$ cat src/rtl/seat_sprite_scheduler_if.sv
// Seat occupancy update handshake and shared sprite ROM port.
interface seat_sprite_scheduler_if;
  logic        upd_valid;
  logic [3:0]  upd_seat;
  logic [1:0]  upd_sprite;
  logic        upd_ready;
  logic [1:0]  rom_sprite;
  logic [4:0]  rom_row;
  logic [4:0]  rom_col;
  logic [11:0] rom_data;

  modport master (
    output upd_valid, upd_seat, upd_sprite, rom_data,
    input  upd_ready, rom_sprite, rom_row, rom_col
  );

  modport slave (
    input  upd_valid, upd_seat, upd_sprite, rom_data,
    output upd_ready, rom_sprite, rom_row, rom_col
  );
endinterface

$ cat src/rtl/seat_sprite_scheduler.sv
// Shared sprite ROM scheduler for the seating grid: per-pixel seat hit
// decode, ROM addressing, transparent compositing, and tear-free occupancy
// updates through a shadow table committed at the frame boundary.
module seat_sprite_scheduler #(
  parameter int BASE_X       = 300,
  parameter int BASE_Y       = 300,
  parameter int SEAT_W       = 45,
  parameter int SEAT_H       = 45,
  parameter int SEAT_SPACING = 15,
  parameter int COLS         = 4,
  parameter int ROWS         = 2,
  parameter int SPR_W        = 32,
  parameter int SPR_H        = 32,
  parameter int V_COMMIT     = 480,
  parameter logic [11:0] TRANSPARENT = 12'hFFF
) (
  input  logic        ClkPort,
  input  logic        rst,
  input  logic        bright,
  input  logic [9:0]  hCount,
  input  logic [9:0]  vCount,
  input  logic [11:0] background,
  seat_sprite_scheduler_if.slave bus,
  output logic [15:0] occupancy,
  output logic        frame_tick,
  output logic [11:0] rgb
);

  localparam int NUM_SEATS = COLS * ROWS;
  localparam int PITCH_X   = SEAT_W + SEAT_SPACING;
  localparam int PITCH_Y   = SEAT_H + SEAT_SPACING;
  localparam int OFF_X     = (SEAT_W - SPR_W) / 2;
  localparam int OFF_Y     = (SEAT_H - SPR_H) / 2;

  typedef enum logic [1:0] {IDLE, PENDING, COMMIT} state_t;

  state_t state, state_next;

  logic [2*NUM_SEATS-1:0] shadow;
  logic [2*NUM_SEATS-1:0] committed;

  logic        boundary;
  logic        accept;
  logic        in_range;
  logic        hit;
  logic        hit_d;
  logic        bright_d;
  logic [11:0] background_d;

  int h, v, ox, oy;

  assign boundary  = (vCount == 10'(V_COMMIT)) && (hCount == '0);
  assign accept    = bus.upd_valid && bus.upd_ready;
  assign in_range  = int'(bus.upd_seat) < NUM_SEATS;
  assign occupancy = 16'(committed);

  // Hit decode and ROM addressing; lowest-index hitting seat wins.
  always_comb begin
    hit            = 1'b0;
    bus.rom_sprite = '0;
    bus.rom_row    = '0;
    bus.rom_col    = '0;
    h  = int'(hCount);
    v  = int'(vCount);
    ox = 0;
    oy = 0;
    for (int unsigned i = 0; i < NUM_SEATS; i++) begin
      ox = BASE_X + int'(i % COLS) * PITCH_X + OFF_X;
      oy = BASE_Y + int'(i / COLS) * PITCH_Y + OFF_Y;
      if (!hit && committed[2*i +: 2] != 2'b00 &&
          h >= ox && h < ox + SPR_W && v >= oy && v < oy + SPR_H) begin
        hit            = 1'b1;
        bus.rom_sprite = committed[2*i +: 2];
        bus.rom_row    = 5'(v - oy);
        bus.rom_col    = 5'(h - ox);
      end
    end
  end

  // Update FSM state register.
  always_ff @(posedge ClkPort or posedge rst) begin
    if (rst) state <= IDLE;
    else     state <= state_next;
  end

  // Update FSM next state and write handshake.
  always_comb begin
    state_next    = state;
    bus.upd_ready = !rst && (state != COMMIT);
    unique case (state)
      IDLE: begin
        // An in-range write landing on the boundary itself commits at once,
        // so a boundary-cycle write is always part of that frame's commit.
        if (accept && in_range) state_next = boundary ? COMMIT : PENDING;
      end
      PENDING: begin
        if (boundary) state_next = COMMIT;
      end
      COMMIT: begin
        state_next = IDLE;
      end
      default: state_next = IDLE;
    endcase
  end

  // Shadow table: accepted in-range writes; out-of-range writes are dropped.
  always_ff @(posedge ClkPort or posedge rst) begin
    if (rst) begin
      shadow <= '0;
    end else if (accept && in_range) begin
      for (int unsigned i = 0; i < NUM_SEATS; i++) begin
        if (int'(bus.upd_seat) == int'(i)) shadow[2*i +: 2] <= bus.upd_sprite;
      end
    end
  end

  // Committed table copies the shadow at the end of the COMMIT cycle.
  always_ff @(posedge ClkPort or posedge rst) begin
    if (rst)                  committed <= '0;
    else if (state == COMMIT) committed <= shadow;
  end

  // Pixel pipeline: align hit/bright/background with ROM data, then composite.
  always_ff @(posedge ClkPort or posedge rst) begin
    if (rst) begin
      hit_d        <= 1'b0;
      bright_d     <= 1'b0;
      background_d <= '0;
      rgb          <= '0;
      frame_tick   <= 1'b0;
    end else begin
      hit_d        <= hit;
      bright_d     <= bright;
      background_d <= background;
      frame_tick   <= boundary;
      if (!bright_d)                                rgb <= '0;
      else if (hit_d && bus.rom_data != TRANSPARENT) rgb <= bus.rom_data;
      else                                          rgb <= background_d;
    end
  end

endmodule

$ cat src/flat_wrapper.sv
// flat-port wrapper written by rule: the top's interface ports become plain ports
module seat_sprite_scheduler_flat 
#(
  parameter int BASE_X       = 300,
  parameter int BASE_Y       = 300,
  parameter int SEAT_W       = 45,
  parameter int SEAT_H       = 45,
  parameter int SEAT_SPACING = 15,
  parameter int COLS         = 4,
  parameter int ROWS         = 2,
  parameter int SPR_W        = 32,
  parameter int SPR_H        = 32,
  parameter int V_COMMIT     = 480,
  parameter logic [11:0] TRANSPARENT = 12'hFFF
)
  (ClkPort, rst, bright, hCount, vCount, background, occupancy, frame_tick, rgb, bus_upd_valid, bus_upd_seat, bus_upd_sprite, bus_rom_data, bus_upd_ready, bus_rom_sprite, bus_rom_row, bus_rom_col);
  seat_sprite_scheduler_if bus_i ();
  input  logic ClkPort;
  input  logic rst;
  input  logic bright;
  input  logic [9:0] hCount;
  input  logic [9:0] vCount;
  input  logic [11:0] background;
  output logic [15:0] occupancy;
  output logic frame_tick;
  output logic [11:0] rgb;
  input wire logic [$bits(bus_i.upd_valid)-1:0] bus_upd_valid;
  input wire logic [$bits(bus_i.upd_seat)-1:0] bus_upd_seat;
  input wire logic [$bits(bus_i.upd_sprite)-1:0] bus_upd_sprite;
  input wire logic [$bits(bus_i.rom_data)-1:0] bus_rom_data;
  output wire logic [$bits(bus_i.upd_ready)-1:0] bus_upd_ready;
  output wire logic [$bits(bus_i.rom_sprite)-1:0] bus_rom_sprite;
  output wire logic [$bits(bus_i.rom_row)-1:0] bus_rom_row;
  output wire logic [$bits(bus_i.rom_col)-1:0] bus_rom_col;
  assign bus_i.upd_valid = bus_upd_valid;
  assign bus_i.upd_seat = bus_upd_seat;
  assign bus_i.upd_sprite = bus_upd_sprite;
  assign bus_i.rom_data = bus_rom_data;
  assign bus_upd_ready = bus_i.upd_ready;
  assign bus_rom_sprite = bus_i.rom_sprite;
  assign bus_rom_row = bus_i.rom_row;
  assign bus_rom_col = bus_i.rom_col;
  seat_sprite_scheduler #(.BASE_X(BASE_X), .BASE_Y(BASE_Y), .SEAT_W(SEAT_W), .SEAT_H(SEAT_H), .SEAT_SPACING(SEAT_SPACING), .COLS(COLS), .ROWS(ROWS), .SPR_W(SPR_W), .SPR_H(SPR_H), .V_COMMIT(V_COMMIT), .TRANSPARENT(TRANSPARENT)) u_core (.ClkPort(ClkPort), .rst(rst), .bright(bright), .hCount(hCount), .vCount(vCount), .background(background), .bus(bus_i), .occupancy(occupancy), .frame_tick(frame_tick), .rgb(rgb));
endmodule
$ cat config.mk
export PLATFORM = sky130hd
export DESIGN_NAME = seat_sprite_scheduler_flat
export DESIGN_NICKNAME = d
export VERILOG_FILES = /design/src/rtl/seat_sprite_scheduler_if.sv /design/src/rtl/seat_sprite_scheduler.sv /design/src/flat_wrapper.sv
export SDC_FILE = /design/constraint.sdc
export NUM_CORES = 1
export LEC_CHECK = 0
export CORE_ASPECT_RATIO = 0.5
export CORE_UTILIZATION = 52
export DETAILED_ROUTE_END_ITERATION = 6
export GPL_TIMING_DRIVEN = 1
export PLACE_DENSITY_LB_ADDON = 0.05
export SKIP_LAST_GASP = 1
export SLEW_MARGIN = 20
export SYNTH_ARGS = -nofsm -noshare
export SYNTH_HDL_FRONTEND = slang
export SYNTH_SLANG_ARGS = --single-unit
$ cat constraint.sdc
create_clock -name ClkPort -period 8.1 [get_ports ClkPort]
set_input_delay 1.62 -clock ClkPort [delete_from_list [all_inputs] [get_ports ClkPort]]
set_output_delay 1.62 -clock ClkPort [all_outputs]
set_load 0.1 [all_outputs]
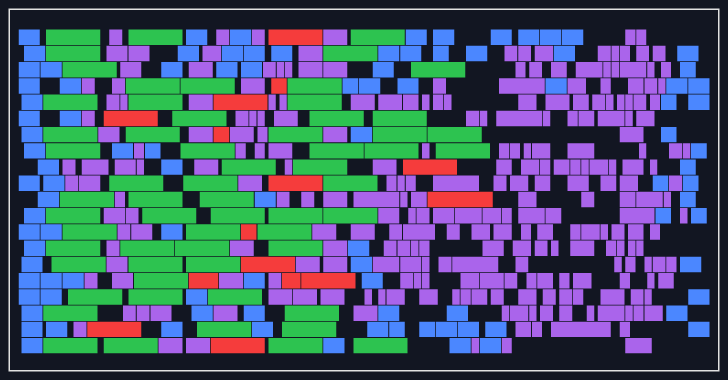
**Above:** run 1 (placed cells, one color a class).
color	class	cells	share of their area
purple	combinational and other logic	260	41%
blue	other buffers and delay cells	98	20%
red	clock drivers and dummy loads	15	6.4%
green	flops	61	32%
Final Util: 0.767
final instance area: 4840 sq um
Rows: 20
flop share of the area: 0.316

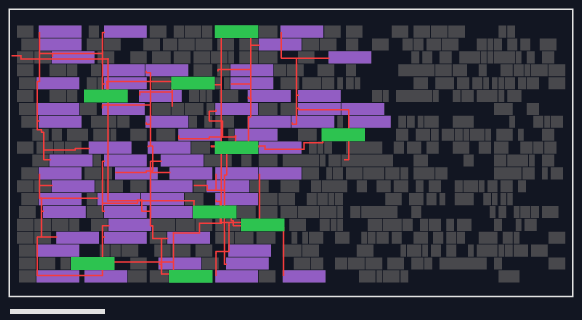
**Above:** run 1 (clock wires, drivers and flops).
The bar under the picture is 20 um long.
[red] clock wires | length: 712 um
[green] clock drivers | count: 9
[purple] flip-flops | count: 61
routed clock nets	10
clk ins delay skew pair: 0.32 ns
clock skew: 0.00454 ns
clock group power: 0.375 mW
Clock Power Share: 0.440

==> results.txt, run 1 <==
run metrics: status finished, final reports clean, total power 0.854 mW, PostCTS Resize Cnt 0, Vias/cell 5.90, combinational logic power 0.140 mW, mi-comb count 245, Die Wd 119 um, Critical Path RT 6.48 ns, Non-clk invs 15, FF-to-FF End u_core.shadow[1], grt met3 use 0.0752, R2R setup slack 5.93 ns, ys cells 334, fp_density 0.561, Synth top cell by count dfrtp_1, clock period minus worst slack 6.45 ns, fill count 428, global routing's busiest layer met2, Hold Path End u_core.rgb[11], Slowest Stage Delay on Critical Path 0.78 ns, period utilization 0.797, register cell area after layout 1530 sq um, syn avg cell area 10.6 sq um, DP HPWL 6.77 mm, Top Consumer the clock network, async set-or-reset flop fraction in the synthesized netlist 1.00, CP Cell Sequence clkdlybuf4s50_1, ha_1, nand2b_1, a311o_1, a21oi_2, nand2_1, o211ai_1, a21oi_1, o21ai_0, buf_4, Final Worst Setup Slack 1.65 ns, core area 6310 sq um, top_reg_cell synth dfrtp_1, cell count after synthesis 334, Comb area share 0.393, Yosys top cell by area dfrtp_1, Top Ports 96, Seq share, synth 0.431, worst flop-to-flop path startpoint u_core.state[1], CP bufs+invs 2, post-synthesis cell area 3540 sq um, n_taps 88, most numerous logic cells after layout clkdlybuf4s50_1 (83), dfrtp_1 (61), mux2_2 (34), nor2_1 (26), nor2b_1 (19), CTS tree yes, Place WS 1.74 ns, Top cell area share 0.431, Peak VDD IR 179 uV, DR WL met3 660 um, non-clk buf share 0.195, Hold Path Origin u_core.background_d[11], adder share 0.0212, initial antenna violation count 0
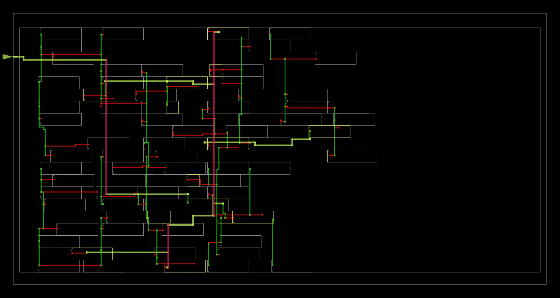
**Above:** run 1 (clock wiring as the flow saved it).
clock sink count: 61
Flops: 61
CLK BUF: 10
Num CTS Buffers: 9

**Run 1: routed metal, one color a layer**

The bar under the picture is 20 um long.
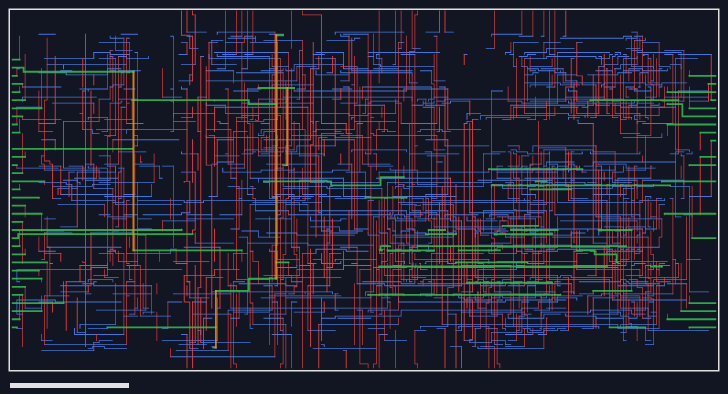

==> inputs of run 2 (changes only) <==
--- a/config.mk
+++ b/config.mk
@@ -6,7 +6,7 @@
 export NUM_CORES = 1
 export LEC_CHECK = 0
 export CORE_ASPECT_RATIO = 0.5
-export CORE_UTILIZATION = 52
+export CORE_UTILIZATION = 44
 export DETAILED_ROUTE_END_ITERATION = 6
 export GPL_TIMING_DRIVEN = 1
 export PLACE_DENSITY_LB_ADDON = 0.05
==> constraint.sdc (replaced) <==
create_clock -name ClkPort -period 5.4 [get_ports ClkPort]
set_input_delay 1.08 -clock ClkPort [delete_from_list [all_inputs] [get_ports ClkPort]]
set_output_delay 1.08 -clock ClkPort [all_outputs]
set_load 0.1 [all_outputs]
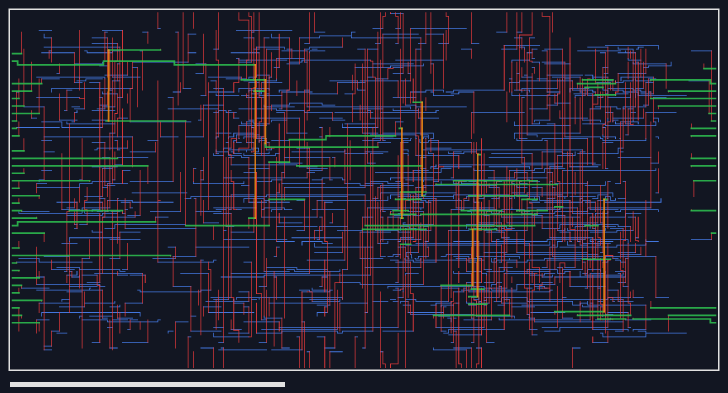
**Above:** run 2 (routed metal, one color a layer).
The bar under the picture is 50 um long.
color	layer	wire length
blue	metal 1	3870 um
orange	metal 4	142 um
red	metal 2	4200 um
green	metal 3	697 um
WL final: 8.92 mm
wire length per cell: 16.2 um
gr usage total: 0.227
Vias: 3079

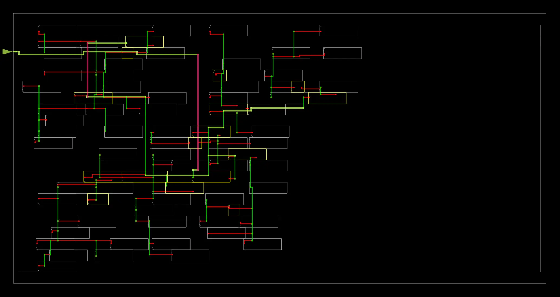
**Above:** run 2 (clock wiring as the flow saved it).
clock skew: 0.00363 ns
clock group power: 0.572 mW

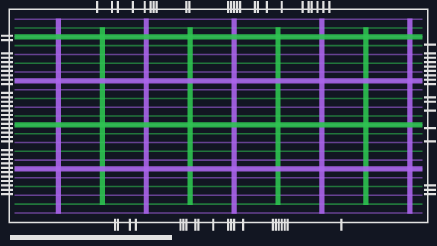
**Above:** run 2 (floorplan with the power grid).
The bar under the picture is 50 um long. Pins as bars on the die edge.
color	net
green	VDD
purple	VSS
met1 rails	23
rows	22
met4 straps	9
core area: 7540 sq um
Die Y: 65.4 um
Peak VDD IR: 219 uV

==> run 2 against run 1 <==
Compared with the run above:
- sequential share of layout area shrank 1.5 points
- core utilization fell by 9.5 points
- die size is 18% higher
- sequential power grew about 50%
- synthesized cell count is the same
- flip-flop count did not move
==> results.txt, run 2 <==
run metrics: top_reg_cell synth dfrtp_1 (unchanged), Post-CTS Setup Inserts 0 (unchanged), PostCTS Resize Cnt 0 (unchanged), status finished, final reports clean (unchanged), clk ins delay skew pair 0.32 ns (about the same), CLK BUF 10 (unchanged), grt met3 use 0.0611 (was 0.0752), post-synthesis cell area 3540 sq um (unchanged), ys cells 334 (unchanged), Non-clk invs 15 (unchanged), async set-or-reset flop fraction in the synthesized netlist 1.00 (unchanged), final-layout clock-cell area share 0.0612 (was 0.0621), most numerous logic cells after layout clkdlybuf4s50_1 (83), dfrtp_1 (61), mux2_2 (34), nor2_1 (26), nor2b_1 (19) (unchanged), CTS tree yes (unchanged), Vias/cell 5.61 (was 5.90), CP Cell Sequence clkdlybuf4s50_1, or3_4, a2111oi_4, nor4_1, buf_4, o21ai_1, nand3_2, nor2_1, nor2b_1, buf_12 (was clkdlybuf4s50_1, ha_1, nand2b_1, a311o_1, a21oi_2, nand2_1, o211ai_1, a21oi_1, o21ai_0, buf_4), flop share of the area 0.301 (was 0.316), Critical Path RT 4.32 ns (was 6.48 ns), clock sink count 61 (unchanged), mi-comb count 245 (unchanged), placed instance count 533 (was 507), Die Wd 129 um (was 119 um), Top Ports 96 (unchanged), worst flop-to-flop path startpoint u_core.state[1] (unchanged), Final Util 0.672 (was 0.767), CP bufs+invs 3 (was 2), register cell area after layout 1530 sq um (unchanged), Clock Power Share 0.442 (was 0.440), R2R setup slack 3.29 ns (was 5.93 ns), total power 1.29 mW (was 0.854 mW), Hold Path End u_core.occupancy[13] (was u_core.rgb[11]), Num CTS Buffers 9 (unchanged), Seq share, synth 0.431 (unchanged), syn avg cell area 10.6 sq um (unchanged), Top Consumer the clock network (unchanged), period utilization 0.940, non-clk buf share 0.225 (was 0.195), Synth top cell by count dfrtp_1 (unchanged), DR WL met3 697 um (was 660 um), Place WS 0.342 ns (was 1.74 ns), final instance area 5070 sq um (was 4840 sq um), cell count after synthesis 334 (unchanged), Hold Path Origin u_core.shadow[13] (was u_core.background_d[11]), CTS H-tree lvls 3 (unchanged), Final Worst Setup Slack 0.323 ns (was 1.65 ns), n_taps 108 (was 88), clock period minus worst slack 5.08 ns, FF-to-FF End u_core.shadow[0] (was u_core.shadow[1]), met2 Use GR 0.366 (was 0.473), DP HPWL 6.78 mm (was 6.77 mm), Rows 22 (was 20), Finished Layout Cells 549 (was 522), global routing's busiest layer met2 (unchanged)
==> inputs of run 3 (changes only) <==
--- a/config.mk
+++ b/config.mk
@@ -10,8 +10,9 @@
 export DETAILED_ROUTE_END_ITERATION = 6
 export GPL_TIMING_DRIVEN = 1
 export PLACE_DENSITY_LB_ADDON = 0.05
+export SKIP_CTS_REPAIR_TIMING = 1
 export SKIP_LAST_GASP = 1
-export SLEW_MARGIN = 20
+export SLEW_MARGIN = 25
 export SYNTH_ARGS = -nofsm -noshare
 export SYNTH_HDL_FRONTEND = slang
 export SYNTH_SLANG_ARGS = --single-unit
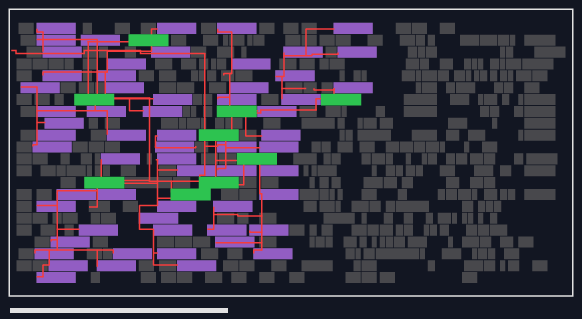
**Above:** run 3 (clock wires, drivers and flops).
The bar under the picture is 50 um long.
[purple] flip-flops | count: 61
[red] clock wires | length: 707 um
[green] clock drivers | count: 9
routed clock nets	10
Clock Power Share: 0.442

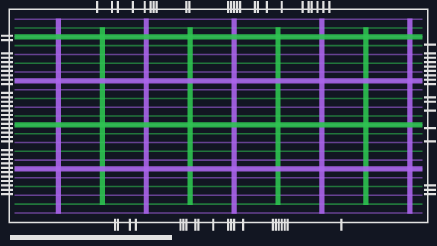
**Above:** run 3 (floorplan with the power grid).
The bar under the picture is 50 um long. Pins as bars on the die edge.
color	net
purple	VSS
green	VDD
met4 straps	9
rows	22
signal pins	96
met1 rails	23
Die Wd: 129 um

==> run 3 against run 2 <==
Compared with the run above:
- first-iteration DRC count did not move
- design area did not move
- critical path depth did not move
- wire length did not move
- critical path type unchanged
- highest routed layer unchanged
==> results.txt, run 3 <==
run metrics: kind of critical path in -> out (unchanged), Hold Path Origin u_core.shadow[13] (unchanged), Vias 3079 (unchanged), n_taps 108 (unchanged), clock sink count 61 (unchanged), initial antenna violation count 0 (unchanged), Sw Ratio 0.263 (unchanged), CLK BUF 10 (unchanged), register cell area after layout 1530 sq um (unchanged), largest net degree at the start of global routing 62 (unchanged), Top Consumer the clock network (unchanged), global routing's busiest layer met2 (unchanged), Flops 61 (unchanged), Synth top cell by count dfrtp_1 (unchanged), FF-to-FF End u_core.shadow[0] (unchanged), flop share of the area 0.301 (unchanged), ys cells 334 (unchanged), Finished Layout Cells 549 (unchanged), Final Worst Setup Slack 0.323 ns (unchanged), Seq share, synth 0.431 (unchanged), mi-comb count 245 (unchanged), dominant kind of combinational cell simple AND/OR/NAND/NOR gates (unchanged), adder share 0.0212 (unchanged), final instance area 5070 sq um (unchanged), CP Cell Sequence clkdlybuf4s50_1, or3_4, a2111oi_4, nor4_1, buf_4, o21ai_1, nand3_2, nor2_1, nor2b_1, buf_12 (unchanged), wire length per cell 16.2 um (unchanged), gr usage total 0.227 (unchanged), fill count 565 (unchanged), non-clk buf share 0.225 (unchanged), syn avg cell area 10.6 sq um (unchanged), total power 1.29 mW (unchanged), Rows 22 (unchanged), Top Ports 96 (unchanged), Comb area share 0.376 (unchanged), WL final 8.92 mm (unchanged), CTS H-tree lvls 3 (unchanged), FMAX 197 MHz (unchanged), Top cell area share 0.431 (unchanged), Non-clk invs 15 (unchanged), Critical Path RT 4.32 ns (about the same), most numerous logic cells after layout clkdlybuf4s50_1 (83), dfrtp_1 (61), mux2_2 (34), nor2_1 (26), nor2b_1 (19) (unchanged), fp_density 0.469 (unchanged), Max Slew Vio Count 0 (unchanged), Slowest Stage Delay on Critical Path 0.60 ns (about the same), clock group power 0.572 mW (about the same), Root Buffer clkbuf_16 (unchanged), RSZ-0062 raised after global routing false (unchanged), final-layout clock-cell area share 0.0612 (unchanged), grt met3 use 0.0611 (unchanged), DP HPWL 6.78 mm (unchanged), async set-or-reset flop fraction in the synthesized netlist 1.00 (unchanged), Peak VDD IR 219 uV (unchanged), status finished, final reports clean (unchanged), clock skew 0.00363 ns (unchanged), Num CTS Buffers 9 (unchanged), Place WS 0.342 ns (unchanged), placed instance count 533 (unchanged), top_reg_cell synth dfrtp_1 (unchanged), combinational logic power 0.216 mW (about the same), Vias/cell 5.61 (unchanged), CP bufs+invs 3 (unchanged), period utilization 0.940 (unchanged), sequential share of power 0.392 (about the same), DR WL met3 697 um (unchanged), Yosys top cell by area dfrtp_1 (unchanged), Final Util 0.672 (unchanged), Hold Path End u_core.occupancy[13] (unchanged), worst flop-to-flop path startpoint u_core.state[1] (unchanged), Pre-antenna DRT Iters 5 (unchanged), Fin Setup TNS 0 ns (unchanged), YS chip area 3540 sq um (unchanged), clk ins delay skew pair 0.32 ns (about the same), post-synthesis cell area 3540 sq um (unchanged), clock period minus worst slack 5.08 ns (unchanged), CTS tree yes (unchanged), cell count after synthesis 334 (unchanged), met2 Use GR 0.366 (unchanged)
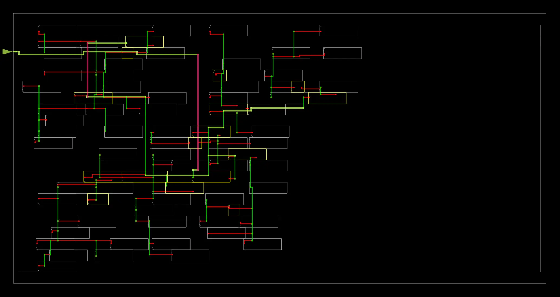
**Above:** run 3 (clock wiring as the flow saved it).

No activity file was given, so power comes from the tool's default toggle rates.
